--- config.mk ---
export PLATFORM = sky130hd
export DESIGN_NAME = mult_div_unit_flat
export DESIGN_NICKNAME = d
export VERILOG_FILES = /design/src/rtl/mult_div_if.sv /design/src/rtl/mult_div_unit.sv /design/src/flat_wrapper.sv
export SDC_FILE = /design/constraint.sdc
export NUM_CORES = 1
export LEC_CHECK = 0
export CAP_MARGIN = 40
export CORE_MARGIN = 2
export CORE_UTILIZATION = 45
export CTS_BUF_LIST = sky130_fd_sc_hd__clkbuf_4
export CTS_CLUSTER_DIAMETER = 30
export DETAILED_ROUTE_END_ITERATION = 6
export PLACE_DENSITY = 0.68
export SKIP_LAST_GASP = 1
export SLEW_MARGIN = 20
export SYNTH_ARGS = -nofsm -noshare
export SYNTH_HDL_FRONTEND = slang
export SYNTH_SLANG_ARGS = --single-unit
--- constraint.sdc ---
create_clock -name clk -period 3.3 [get_ports clk]
set_input_delay 0.66 -clock clk [delete_from_list [all_inputs] [get_ports clk]]
set_output_delay 0.66 -clock clk [all_outputs]
set_load 0.01 [all_outputs]
--- src/rtl/mult_div_if.sv ---
// Operand/result bundle between the core and the HI/LO multiply/divide unit.
interface mult_div_if #(
    parameter int unsigned WIDTH = 32
);
    logic [WIDTH-1:0] op_a;
    logic [WIDTH-1:0] op_b;
    logic [2:0]       op;
    logic             start;
    logic             hilo_read;
    logic [WIDTH-1:0] hi;
    logic [WIDTH-1:0] lo;
    logic             busy;
    logic             done;
    logic             stall;

    // Core side: presents operands and requests, observes HI/LO and stall.
    modport master (
        output op_a, op_b, op, start, hilo_read,
        input  hi, lo, busy, done, stall
    );

    // Unit side.
    modport slave (
        input  op_a, op_b, op, start, hilo_read,
        output hi, lo, busy, done, stall
    );
endinterface

--- src/rtl/mult_div_unit.sv ---
// Iterative HI/LO multiply/divide unit: shift-add multiply and restoring divide, one bit per
// cycle on magnitudes, with a sign fix-up cycle before HI/LO are written.
module mult_div_unit #(
    parameter int unsigned WIDTH = 32
) (
    input logic        clk,
    input logic        rst,
    mult_div_if.slave  bus
);
    localparam int unsigned CntW = (WIDTH > 1) ? $clog2(WIDTH) : 1;
    localparam logic [CntW-1:0] LastCnt = CntW'(WIDTH - 1);

    localparam logic [2:0] OpMult  = 3'b000;
    localparam logic [2:0] OpMultu = 3'b001;
    localparam logic [2:0] OpDiv   = 3'b010;
    localparam logic [2:0] OpDivu  = 3'b011;
    localparam logic [2:0] OpMthi  = 3'b100;
    localparam logic [2:0] OpMtlo  = 3'b101;

    typedef enum logic [1:0] {StIdle, StCalc, StFinish} state_e;

    state_e             state_q, state_d;
    logic [CntW-1:0]    cnt_q, cnt_d;
    logic [WIDTH-1:0]   hi_q, hi_d;
    logic [WIDTH-1:0]   lo_q, lo_d;
    logic               busy_q, busy_d;
    logic               done_q, done_d;
    // acc holds {partial product, multiplier} or {remainder, dividend/quotient}.
    logic [2*WIDTH-1:0] acc_q, acc_d;
    // Multiplicand or divisor magnitude.
    logic [WIDTH-1:0]   opnd_q, opnd_d;
    logic               is_div_q, is_div_d;
    logic               neg_res_q, neg_res_d;
    logic               neg_rem_q, neg_rem_d;
    logic               div_zero_q, div_zero_d;

    // Operand decode at issue: even opcodes of the iterative group are signed.
    logic             is_signed, a_neg, b_neg;
    logic [WIDTH-1:0] mag_a, mag_b;

    assign is_signed = ~bus.op[0];
    assign a_neg     = is_signed & bus.op_a[WIDTH-1];
    assign b_neg     = is_signed & bus.op_b[WIDTH-1];
    assign mag_a     = a_neg ? (-bus.op_a) : bus.op_a;
    assign mag_b     = b_neg ? (-bus.op_b) : bus.op_b;

    // One multiply step: conditionally add multiplicand to the upper half, then shift right.
    logic [WIDTH:0]     mul_sum;
    logic [2*WIDTH-1:0] mul_next;

    assign mul_sum  = {1'b0, acc_q[2*WIDTH-1:WIDTH]} + (acc_q[0] ? {1'b0, opnd_q} : '0);
    assign mul_next = {mul_sum, acc_q[WIDTH-1:1]};

    // One restoring divide step: shift in next dividend bit, subtract if it fits.
    logic [WIDTH:0]     div_shift, div_diff;
    logic               div_ge;
    logic [WIDTH-1:0]   div_rem;
    logic [2*WIDTH-1:0] div_next;

    assign div_shift = {acc_q[2*WIDTH-1:WIDTH], acc_q[WIDTH-1]};
    assign div_diff  = div_shift - {1'b0, opnd_q};
    assign div_ge    = ~div_diff[WIDTH];
    assign div_rem   = div_ge ? div_diff[WIDTH-1:0] : div_shift[WIDTH-1:0];
    assign div_next  = {div_rem, acc_q[WIDTH-2:0], div_ge};

    // Sign fix-up of the finished magnitude result.
    logic [2*WIDTH-1:0] prod_fix;
    logic [WIDTH-1:0]   quo_fix, rem_fix;

    assign prod_fix = neg_res_q ? (-acc_q) : acc_q;
    assign quo_fix  = neg_res_q ? (-acc_q[WIDTH-1:0]) : acc_q[WIDTH-1:0];
    assign rem_fix  = neg_rem_q ? (-acc_q[2*WIDTH-1:WIDTH]) : acc_q[2*WIDTH-1:WIDTH];

    // Next-state logic for the FSM, datapath and HI/LO.
    always_comb begin
        state_d    = state_q;
        cnt_d      = cnt_q;
        hi_d       = hi_q;
        lo_d       = lo_q;
        busy_d     = busy_q;
        done_d     = 1'b0;
        acc_d      = acc_q;
        opnd_d     = opnd_q;
        is_div_d   = is_div_q;
        neg_res_d  = neg_res_q;
        neg_rem_d  = neg_rem_q;
        div_zero_d = div_zero_q;

        unique case (state_q)
            StIdle: begin
                if (bus.start) begin
                    case (bus.op)
                        OpMthi: hi_d = bus.op_a;
                        OpMtlo: lo_d = bus.op_a;
                        OpMult, OpMultu, OpDiv, OpDivu: begin
                            acc_d      = {{WIDTH{1'b0}}, mag_a};
                            opnd_d     = mag_b;
                            is_div_d   = bus.op[1];
                            neg_res_d  = a_neg ^ b_neg;
                            neg_rem_d  = a_neg;
                            div_zero_d = (bus.op_b == '0);
                            cnt_d      = '0;
                            busy_d     = 1'b1;
                            state_d    = StCalc;
                        end
                        default: ;
                    endcase
                end
            end
            StCalc: begin
                acc_d = is_div_q ? div_next : mul_next;
                cnt_d = cnt_q + 1'b1;
                if (cnt_q == LastCnt) begin
                    state_d = StFinish;
                end
            end
            StFinish: begin
                if (is_div_q) begin
                    hi_d = rem_fix;
                    lo_d = div_zero_q ? '1 : quo_fix;
                end else begin
                    hi_d = prod_fix[2*WIDTH-1:WIDTH];
                    lo_d = prod_fix[WIDTH-1:0];
                end
                done_d  = 1'b1;
                busy_d  = 1'b0;
                state_d = StIdle;
            end
            default: state_d = StIdle;
        endcase
    end

    // State registers; synchronous reset aborts any operation in flight.
    always_ff @(posedge clk) begin
        if (rst) begin
            state_q    <= StIdle;
            cnt_q      <= '0;
            hi_q       <= '0;
            lo_q       <= '0;
            busy_q     <= 1'b0;
            done_q     <= 1'b0;
            acc_q      <= '0;
            opnd_q     <= '0;
            is_div_q   <= 1'b0;
            neg_res_q  <= 1'b0;
            neg_rem_q  <= 1'b0;
            div_zero_q <= 1'b0;
        end else begin
            state_q    <= state_d;
            cnt_q      <= cnt_d;
            hi_q       <= hi_d;
            lo_q       <= lo_d;
            busy_q     <= busy_d;
            done_q     <= done_d;
            acc_q      <= acc_d;
            opnd_q     <= opnd_d;
            is_div_q   <= is_div_d;
            neg_res_q  <= neg_res_d;
            neg_rem_q  <= neg_rem_d;
            div_zero_q <= div_zero_d;
        end
    end

    assign bus.hi    = hi_q;
    assign bus.lo    = lo_q;
    assign bus.busy  = busy_q;
    assign bus.done  = done_q;
    assign bus.stall = busy_q & (bus.start | bus.hilo_read);

endmodule

--- src/flat_wrapper.sv ---
// flat-port wrapper written by rule: the top's interface ports become plain ports
module mult_div_unit_flat 
#(
    parameter int unsigned WIDTH = 32
)
  (clk, rst, bus_op_a, bus_op_b, bus_op, bus_start, bus_hilo_read, bus_hi, bus_lo, bus_busy, bus_done, bus_stall);
  mult_div_if #(.WIDTH(WIDTH)) bus_i ();
  input logic clk;
  input logic rst;
  input wire logic [$bits(bus_i.op_a)-1:0] bus_op_a;
  input wire logic [$bits(bus_i.op_b)-1:0] bus_op_b;
  input wire logic [$bits(bus_i.op)-1:0] bus_op;
  input wire logic [$bits(bus_i.start)-1:0] bus_start;
  input wire logic [$bits(bus_i.hilo_read)-1:0] bus_hilo_read;
  output wire logic [$bits(bus_i.hi)-1:0] bus_hi;
  output wire logic [$bits(bus_i.lo)-1:0] bus_lo;
  output wire logic [$bits(bus_i.busy)-1:0] bus_busy;
  output wire logic [$bits(bus_i.done)-1:0] bus_done;
  output wire logic [$bits(bus_i.stall)-1:0] bus_stall;
  assign bus_i.op_a = bus_op_a;
  assign bus_i.op_b = bus_op_b;
  assign bus_i.op = bus_op;
  assign bus_i.start = bus_start;
  assign bus_i.hilo_read = bus_hilo_read;
  assign bus_hi = bus_i.hi;
  assign bus_lo = bus_i.lo;
  assign bus_busy = bus_i.busy;
  assign bus_done = bus_i.done;
  assign bus_stall = bus_i.stall;
  mult_div_unit #(.WIDTH(WIDTH)) u_core (.clk(clk), .rst(rst), .bus(bus_i));
endmodule
==> flow_metrics.env, run 1 <==
# source this file to load flow results
export IMPL_drc=2
export IMPL_n_antenna_cell=1
export IMPL_yosys_area_top_type_share_pct=25.2
export IMPL_clk_share_pct=2.00
export IMPL_via_per_inst=6.01
export IMPL_setup_violations=3
export IMPL_fin_ws_ns=-0.103
export IMPL_port_buffer_count=137
export IMPL_n_all_inverters=67
export IMPL_syn_avg_cell_area_um2=7.49
export IMPL_failed_checks="DRC, setup timing"
export IMPL_yosys_stat_seqShare_pct=25.2
export IMPL_drtIter0Drc=1423
export IMPL_cts_root_buf="clkbuf_4"
export IMPL_fin_crit_ns=3.40
export IMPL_slew_headroom_pct=46.5
export IMPL_crit_path_end_kind="register"
export IMPL_status="finished, violations left"
export IMPL_cts_tree="built"
export IMPL_top_layer="met4"
export IMPL_maxCapViolCount=0
export IMPL_busiest_layer="met2"
export IMPL_hold_class="input port to register"
export IMPL_path_class="register to register"
export IMPL_clk_pin_slew_ns=0.16
export IMPL_cp_data_required_time_ns=3.84
export IMPL_wl_per_cell_um=20.4
export IMPL_comb_area_share_pct=55.5
export IMPL_fin_util_pct=59.3
export IMPL_cpPeakStageDelay_ns=0.55
export IMPL_path_delay_family="simple AND/OR/NAND/NOR gates"
export IMPL_peakVddDrop_v=0.000281
export IMPL_synth_async_sr_flop_share_pct=0
export IMPL_grt_usage_pct=31.8
export IMPL_most_common_cell="nor2_1"
export IMPL_wl_met2_um=25000
export IMPL_worst_clock_skew_ns=0.0287
export IMPL_ys_types=65
export IMPL_buffers_excl_clock=378
export IMPL_postCtsSetupRepairBufs=2
export IMPL_slowest_stage="or4_4"
export IMPL_power_leakage_uw=0.00695
export IMPL_cts_hold_buf=0
export IMPL_fmax_mhz=294
export IMPL_layout_nonclk_buf_share_pct=18.6
export IMPL_grt_overflow_total=0
export IMPL_well_tap_count=390
export IMPL_tightest_slew_ns=0.801
export IMPL_warnings=30
export IMPL_cts_resized=15
export IMPL_routabilityCongestion=0.980
export IMPL_clock_tree_buffer_depth=2
export IMPL_clock_sinks=173
export IMPL_topCellsByArea="dfxtp_1 (25%), nor2_1 (7.2%), ha_1 (6.4%)"
export IMPL_drt_pass1_iter_count=7
export IMPL_wl_met1_um=21200
export IMPL_syn_area_um2=13700
export IMPL_wl_met3_um=3200
==> run 1: where the power goes <==
group / internal (uW) / switching, uW
Clock: 752 / 796
Combinational: 960 / 1330
Sequential: 2220 / 108
Total: 3930 / 2240
==> run 1: worst paths after layout <==
check,end,from,cells after the start,slack (ns)
max,u_core.bus.hi[9],u_core.acc_q[16],11,-0.10
min,u_core.state_q[0],rst,2,0.40
max reg2reg,u_core.bus.hi[9],u_core.acc_q[16],11,-0.10
min reg2reg,u_core.opnd_q[31],u_core.opnd_q[31],2,0.47
==> run 1: sequential cells by signal (all words and copies together) (netlist names) <==
| name | count |
|---|---|
| u_core.acc_q | 64 |
| u_core.neg_rem_q | 1 |
| u_core.bus.hi | 32 |
| u_core.bus.busy | 1 |
| u_core.neg_res_q | 1 |
| u_core.opnd_q | 32 |
| u_core.bus.lo | 32 |
| u_core.cnt_q | 5 |
| u_core.div_zero_q | 1 |
| u_core.state_q | 2 |
| u_core.bus.done | 1 |
| u_core.is_div_q | 1 |
==> run 1: per-stage QoR <==
step	setup slack [ns]	cell area (um^2)	cells	hold slack, ns	power [uW]
floorplan	0.0161	13700	1833	0.432	3670
global placement	-0.224	17000	2475	0.449	4540
detailed placement	-0.302	17000	2475	0.453	4570
CTS	-0.0477	17400	2507	0.365	6110
global route	-0.150	17700	2513	0.374	6460
finish	-0.103	17700	2513	0.396	6170
==> run 1: kinds of logic after synthesis <==
kind of cell / Yosys count / share of synthesized area [%]
adder cells (fa/ha/maj): 72 / 6.67
flip-flops: 173 / 25.2
AND-OR/OR-AND: 569 / 27.2
buffers and inverters: 186 / 5.24
AND/OR/NAND/NOR: 589 / 19.4
XOR/XNOR: 169 / 10.8
multiplexers: 75 / 5.47
run_1/met1.png
Bar = 50 um.
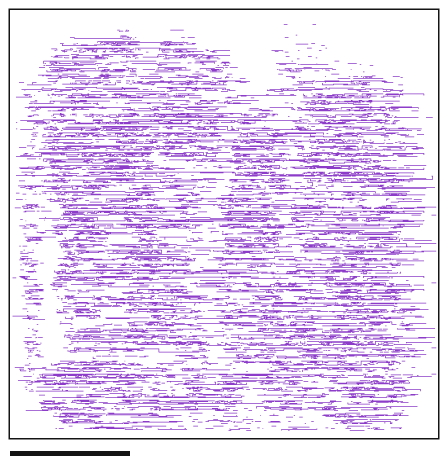
wire length on this layer	21.2 mm
longest straight run	49.7 um
via count: 15.1k
Routed WL: 51300 um
routing usage on met1: 39.7%

run_1/met2.png
Bar = 50 um.
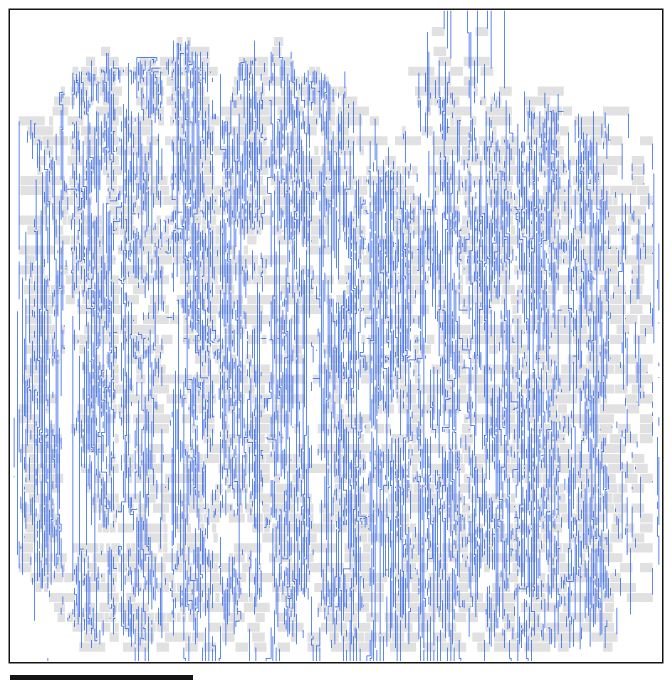
nets with wire on the layer	1897
share of all routed wire	49%
wire length on this layer	25.0 mm
main direction	vertical

run_1/met3.png
Bar = 50 um.
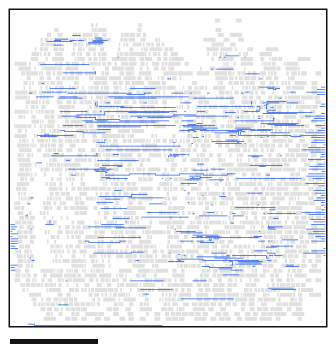
main direction	horizontal
wire length on this layer	3200 um
nets with wire on the layer	266
GR Layer Usage met3: 3.96%

run_1/met4.png
Bar = 50 um.
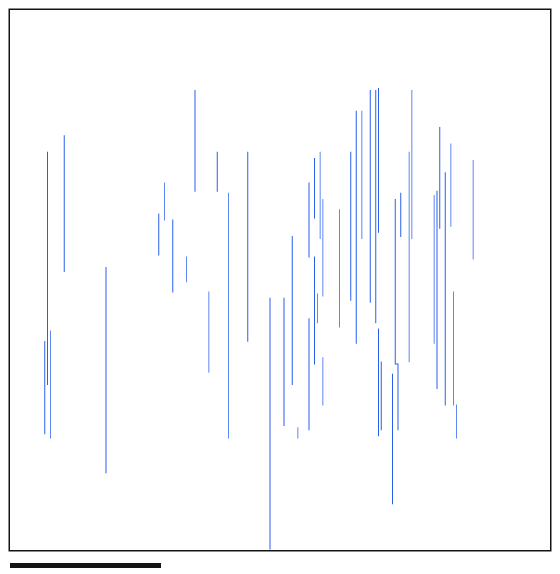
main direction	vertical
wire length on this layer	1950 um
longest straight run	83.0 um
share of all routed wire	3.8%

run_1/final_congestion.png
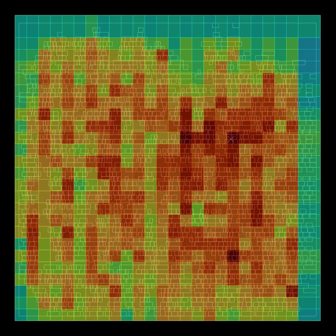

==> run 2, diff against run 1 <==
--- a/config.mk
+++ b/config.mk
@@ -6,7 +6,7 @@
 export NUM_CORES = 1
 export LEC_CHECK = 0
 export CAP_MARGIN = 40
-export CORE_MARGIN = 2
+export CORE_MARGIN = 4
 export CORE_UTILIZATION = 45
 export CTS_BUF_LIST = sky130_fd_sc_hd__clkbuf_4
 export CTS_CLUSTER_DIAMETER = 30
run_2/final_congestion.png
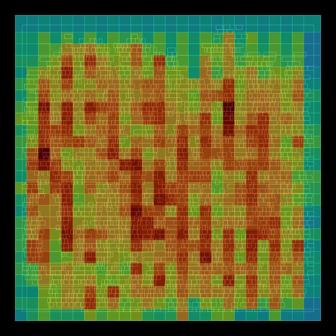
Post-Route Utilization: 59.2%
routing usage on met1: 38.5%
routed len/inst: 20.3 um
global route hottest layer: met2

==> run 2 against run 1 <==
Net effect:
- the run now ends clean
- utilization barely moved
- non-clock buffer count rose by 24
- clock power fell by 16%
- clock skew barely moved
- hold slack improved by 0.078 ns
- final area rose by 0.19%
- sequential cell count did not move
- register-to-register slack improved by 0.16 ns
- area after synthesis did not move
- first-iteration DRC count rose by 5.8%
- synthesized cell count did not move
- critical path type unchanged
==> flow_metrics.env, run 2 <==
# source this file to load flow results
export IMPL_crit_path_end_kind="register"
export IMPL_path_class="register to register"
export IMPL_routabilityCongestion=0.968
export IMPL_power_uw=5960
export IMPL_clk_pin_slew_ns=0.17
export IMPL_largest_register_ff_count=64
export IMPL_drt_pass1_iter_count=6
export IMPL_cp_startpoint="u_core.acc_q[16]"
export IMPL_via_per_inst=5.98
export IMPL_power_combinational_uw=2340
export IMPL_design_area_um2=17700
export IMPL_fin_ws_ns=0.0531
export IMPL_ys_types=65
export IMPL_p_sw_uw=2350
export IMPL_place_ws_ns=-0.227
export IMPL_fin_crit_ns=3.25
export IMPL_warnings=29
export IMPL_cts_root_buf="clkbuf_4"
export IMPL_syn_area_um2=13700
export IMPL_p_int_uw=3620
export IMPL_topCellsByArea="dfxtp_1 (25%), nor2_1 (7.2%), ha_1 (6.4%)"
export IMPL_tightest_slew_ns=0.844
export IMPL_cts_hold_buf=0
export IMPL_place_area_um2=17100
export IMPL_drt_wl_total_um=51700
export IMPL_clock_sinks=173
export IMPL_synth_async_sr_flop_share_pct=0
export IMPL_most_common_cell="nor2_1"
export IMPL_timing_rr_start="u_core.acc_q[16]"
export IMPL_nets=2278
export IMPL_peakVddDrop_v=0.000298
export IMPL_pwr_share_seq_pct=38.9
export IMPL_status="completed"
export IMPL_syn_avg_cell_area_um2=7.49
export IMPL_grt_usage_pct=29.8
export IMPL_yosys_stat_seqShare_pct=25.2
export IMPL_cp_data_required_time_ns=3.84
export IMPL_maxCapViolCount=0
export IMPL_lay_top_count="nor2_1"
export IMPL_clock_tree_buffer_depth=2
export IMPL_p_sw_share_pct=39.4
export IMPL_grt_overflow_total=0
export IMPL_num_vias=15200
export IMPL_port_buffer_count=137
export IMPL_p_comb_share_pct=39.3
export IMPL_powerClk_uw=1300
export IMPL_hold_class="register to register"
export IMPL_p_seq_uw=2320
export IMPL_top_power_group="combinational cells"
export IMPL_fmax_mhz=308
export IMPL_yosys_area_top_type_share_pct=25.2
export IMPL_instances_no_fill=2539
export IMPL_worst_clock_skew_ns=0.0292
export IMPL_whs_ns=0.474
export IMPL_power_frac_clock_pct=21.8
export IMPL_drtIter0Drc=1505
export IMPL_yosys_area_um2=13700
export IMPL_power_leakage_uw=0.00702
export IMPL_power_density_nw_per_um2=337
==> run 2: cell counts after synthesis <==
Identical to the previous run, type by type.
==> run 2: final cells by class <==
cell class | count | area, um^2 | area share (%)
clock buffer | 17 | 128 | 0.721
timing repair buffer | 402 | 3420 | 19.3
antenna | 1 | 2.50 | 0.0141
inverter | 67 | 251 | 1.42
tap | 390 | 488 | 2.76
multi-input combinational | 1474 | 9780 | 55.3
clock inverter | 15 | 156 | 0.884
sequential | 173 | 3470 | 19.6
==> run 2: routing by layer <==
layer | vias up | wire, um
met5 | - | 0
met4 | 0 | 1710
met3 | 84 | 2800
met2 | 542 | 25200
met1 | 7301 | 22000
li1 | 7260 | -
==> run 2: critical path: stages, from the launching register on <==
cell and delay, ns:
dfxtp_2 0.35, or4_4 0.54, or4_4 0.45, or4_4 0.47, nand2b_4 0.19, buf_4 0.16, o31a_1 0.29, xnor2_1 0.23
a211oi_1 0.13, buf_4 0.21, a21oi_1 0.11, nor2_1 0.05
==> run 2: kinds of logic after synthesis <==
| family | count (synthesis) | share of synthesized area, % |
|---|---|---|
| compound gates | 569 | 27.2 |
| xor+xnor | 169 | 10.8 |
| fa+ha+maj | 72 | 6.67 |
| buf+inv | 186 | 5.24 |
| flops | 173 | 25.2 |
| mux | 75 | 5.47 |
| simple gates | 589 | 19.4 |
==> run 2: repair_timing <==
item,4_1_cts,5_1_grt
gates resized,8,46
gates cloned,0,0
buffers inserted,0,6
setup endpoints to repair,3,44
pin swaps,2,18
==> run 2: worst paths after layout <==
check / slack (ns) / to / cells past startpoint
max reg2reg: 0.05 / u_core.bus.hi[25] / 11
max: 0.05 / u_core.bus.hi[25] / 11
min: 0.47 / u_core.opnd_q[31] / 2
min reg2reg: 0.47 / u_core.opnd_q[31] / 2
run_2/met2.png
Bar = 50 um.
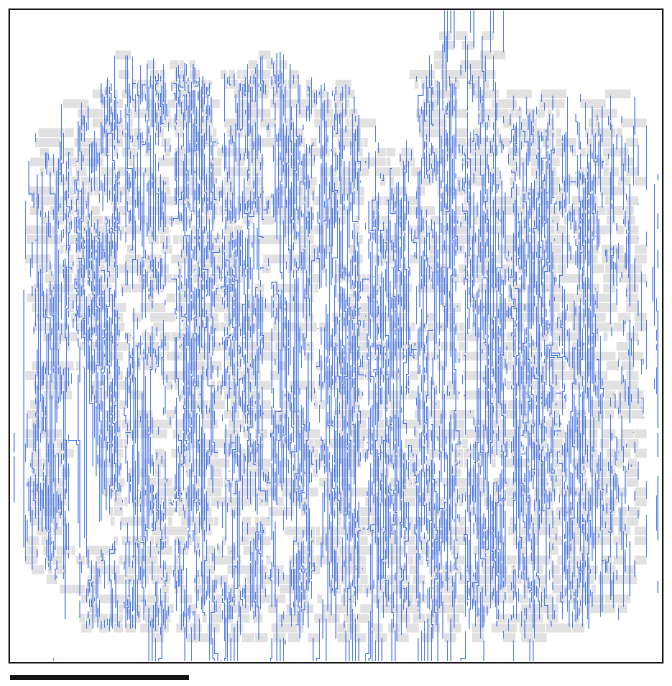

==> run 3, diff against run 2 <==
--- a/config.mk
+++ b/config.mk
@@ -6,6 +6,7 @@
 export NUM_CORES = 1
 export LEC_CHECK = 0
 export CAP_MARGIN = 40
+export CORE_ASPECT_RATIO = 1.75
 export CORE_MARGIN = 4
 export CORE_UTILIZATION = 45
 export CTS_BUF_LIST = sky130_fd_sc_hd__clkbuf_4
run_3/met2.png
Bar = 50 um.
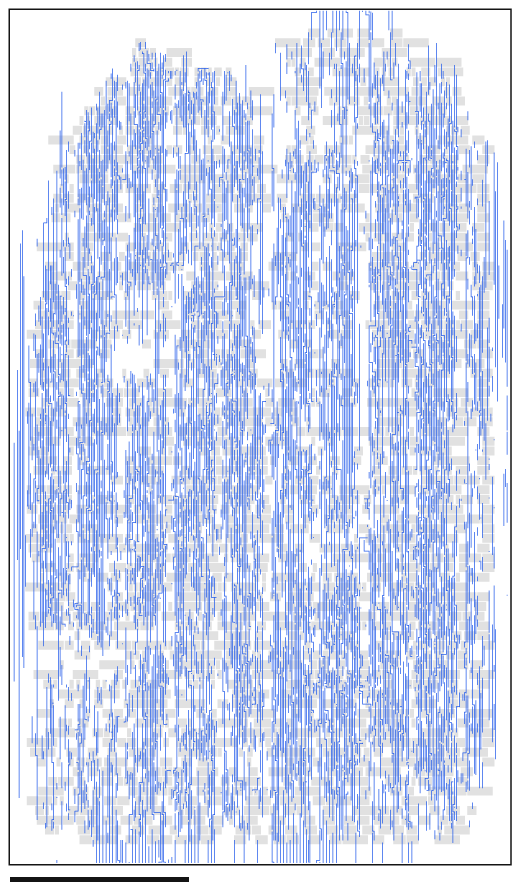
nets with wire on the layer	2076
wire length on this layer	29.8 mm
main direction	vertical
share of all routed wire	50%

==> run 3 against run 2 <==
Net effect:
- the flow now finishes with violations (DRC, setup timing)
- critical path depth did not move
- routed wire length rose by 14%
- hold slack got worse by 0.24 ns
- clock-buffer cell count rose by 1
- synthesized cell count did not move
- via count rose by 4.9%
==> flow_metrics.env, run 3 <==
# source this file to load flow results
export IMPL_hold_start="rst"
export IMPL_rr_endpoint="u_core.bus.hi[29]"
export IMPL_top_register="u_core.acc_q"
export IMPL_peakVddDrop_v=0.000245
export IMPL_power_uw=6300
export IMPL_synth_async_sr_flop_share_pct=0
export IMPL_port_buffer_count=137
export IMPL_drc=1
export IMPL_cp_startpoint="u_core.acc_q[16]"
export IMPL_syn_avg_cell_area_um2=7.49
export IMPL_yosys_area_top_type_share_pct=25.2
export IMPL_maxCapViolCount=0
export IMPL_topCellsByArea="dfxtp_1 (25%), nor2_1 (7.2%), ha_1 (6.4%)"
export IMPL_drt_pass1_iter_count=7
export IMPL_fin_util_pct=61.6
export IMPL_via_per_inst=6.07
export IMPL_cp_common_cell="or4_4"
export IMPL_grt_overflow_total=0
export IMPL_cts_root_buf="clkbuf_4"
export IMPL_power_leakage_uw=0.00746
export IMPL_fin_ws_ns=-0.0696
export IMPL_failed_checks="DRC, setup timing"
export IMPL_clock_sinks=173
export IMPL_tightest_slew_ns=0.773
export IMPL_most_common_cell="nor2_1"
export IMPL_setup_violations=2
export IMPL_pwr_share_seq_pct=36.9
export IMPL_cts_hold_buf=0
export IMPL_ff2ff_setup_slack_ns=-0.07
export IMPL_worst_clock_skew_ns=0.0367
export IMPL_routabilityCongestion=1.08
export IMPL_drtIter0Drc=969
export IMPL_hold_path_depth=2
export IMPL_slowest_stage="or4_4"
export IMPL_status="finished, violations left"
export IMPL_largest_register_ff_count=64
export IMPL_syn_area_um2=13700
export IMPL_crit_path_end_kind="register"
export IMPL_ys_types=65
export IMPL_clock_tree_buffer_depth=2
==> run 3: metal layers <==
metal  routed length (um)  up-vias  share of wire, %  GRT usage (%)
met4                 7230        0                12           33.6
met2                29800      666                50           62.6
met1                19400     7526                33           32.1
li1                     -     7435                 -              -
met3                 2690      307               4.6           4.78
met5                    0        -                 0              0
==> run 3: timing repair <==
item / in CTS / in global routing
gates resized: 26 / 42
pin swaps: 10 / 18
buffers inserted: 4 / 4
endpoints found under the setup margin: 37 / 47
cloned: 0 / 0
==> run 3: critical path: cells and delay by family (launching register included) <==
| kind | cells | cell delay [ns] |
|---|---|---|
| flip-flops | 1 | 0.37 |
| buffers and inverters | 1 | 0.18 |
| AND/OR/NAND/NOR | 5 | 1.75 |
| XOR/XNOR | 1 | 0.15 |
| AND-OR/OR-AND | 4 | 0.83 |
==> run 3: cell type report <==
class / count / area [um^2] / area share, %
tap: 387 / 484 / 2.62
inverter: 67 / 255 / 1.38
timing repair buffer: 489 / 4110 / 22.2
multi-input combinational: 1474 / 9870 / 53.3
sequential: 173 / 3470 / 18.8
antenna: 1 / 2.50 / 0.0135
clock buffer: 18 / 135 / 0.730
clock inverter: 14 / 180 / 0.974
==> run 3: logic make-up after synthesis <==
kind of cell             count (synthesis)  synth area share, %
multiplexers                            75                 5.47
XOR/XNOR                               169                 10.8
AND-OR/OR-AND                          569                 27.2
adder cells (fa/ha/maj)                 72                 6.67
flip-flops                             173                 25.2
buffers and inverters                  186                 5.24
AND/OR/NAND/NOR                        589                 19.4
==> run 3: power by group through the flow <==
stage | clock network (uW) | logic [uW] | registers [uW]
after floorplan | 0 | 1320 | 2350
after global placement | 0 | 2420 | 2360
after detailed placement | 0 | 2440 | 2360
after CTS | 1410 | 2490 | 2320
after global routing | 1480 | 2750 | 2330
final | 1400 | 2580 | 2320
Power figures rest on the tool's default switching activity, not on a simulated workload.
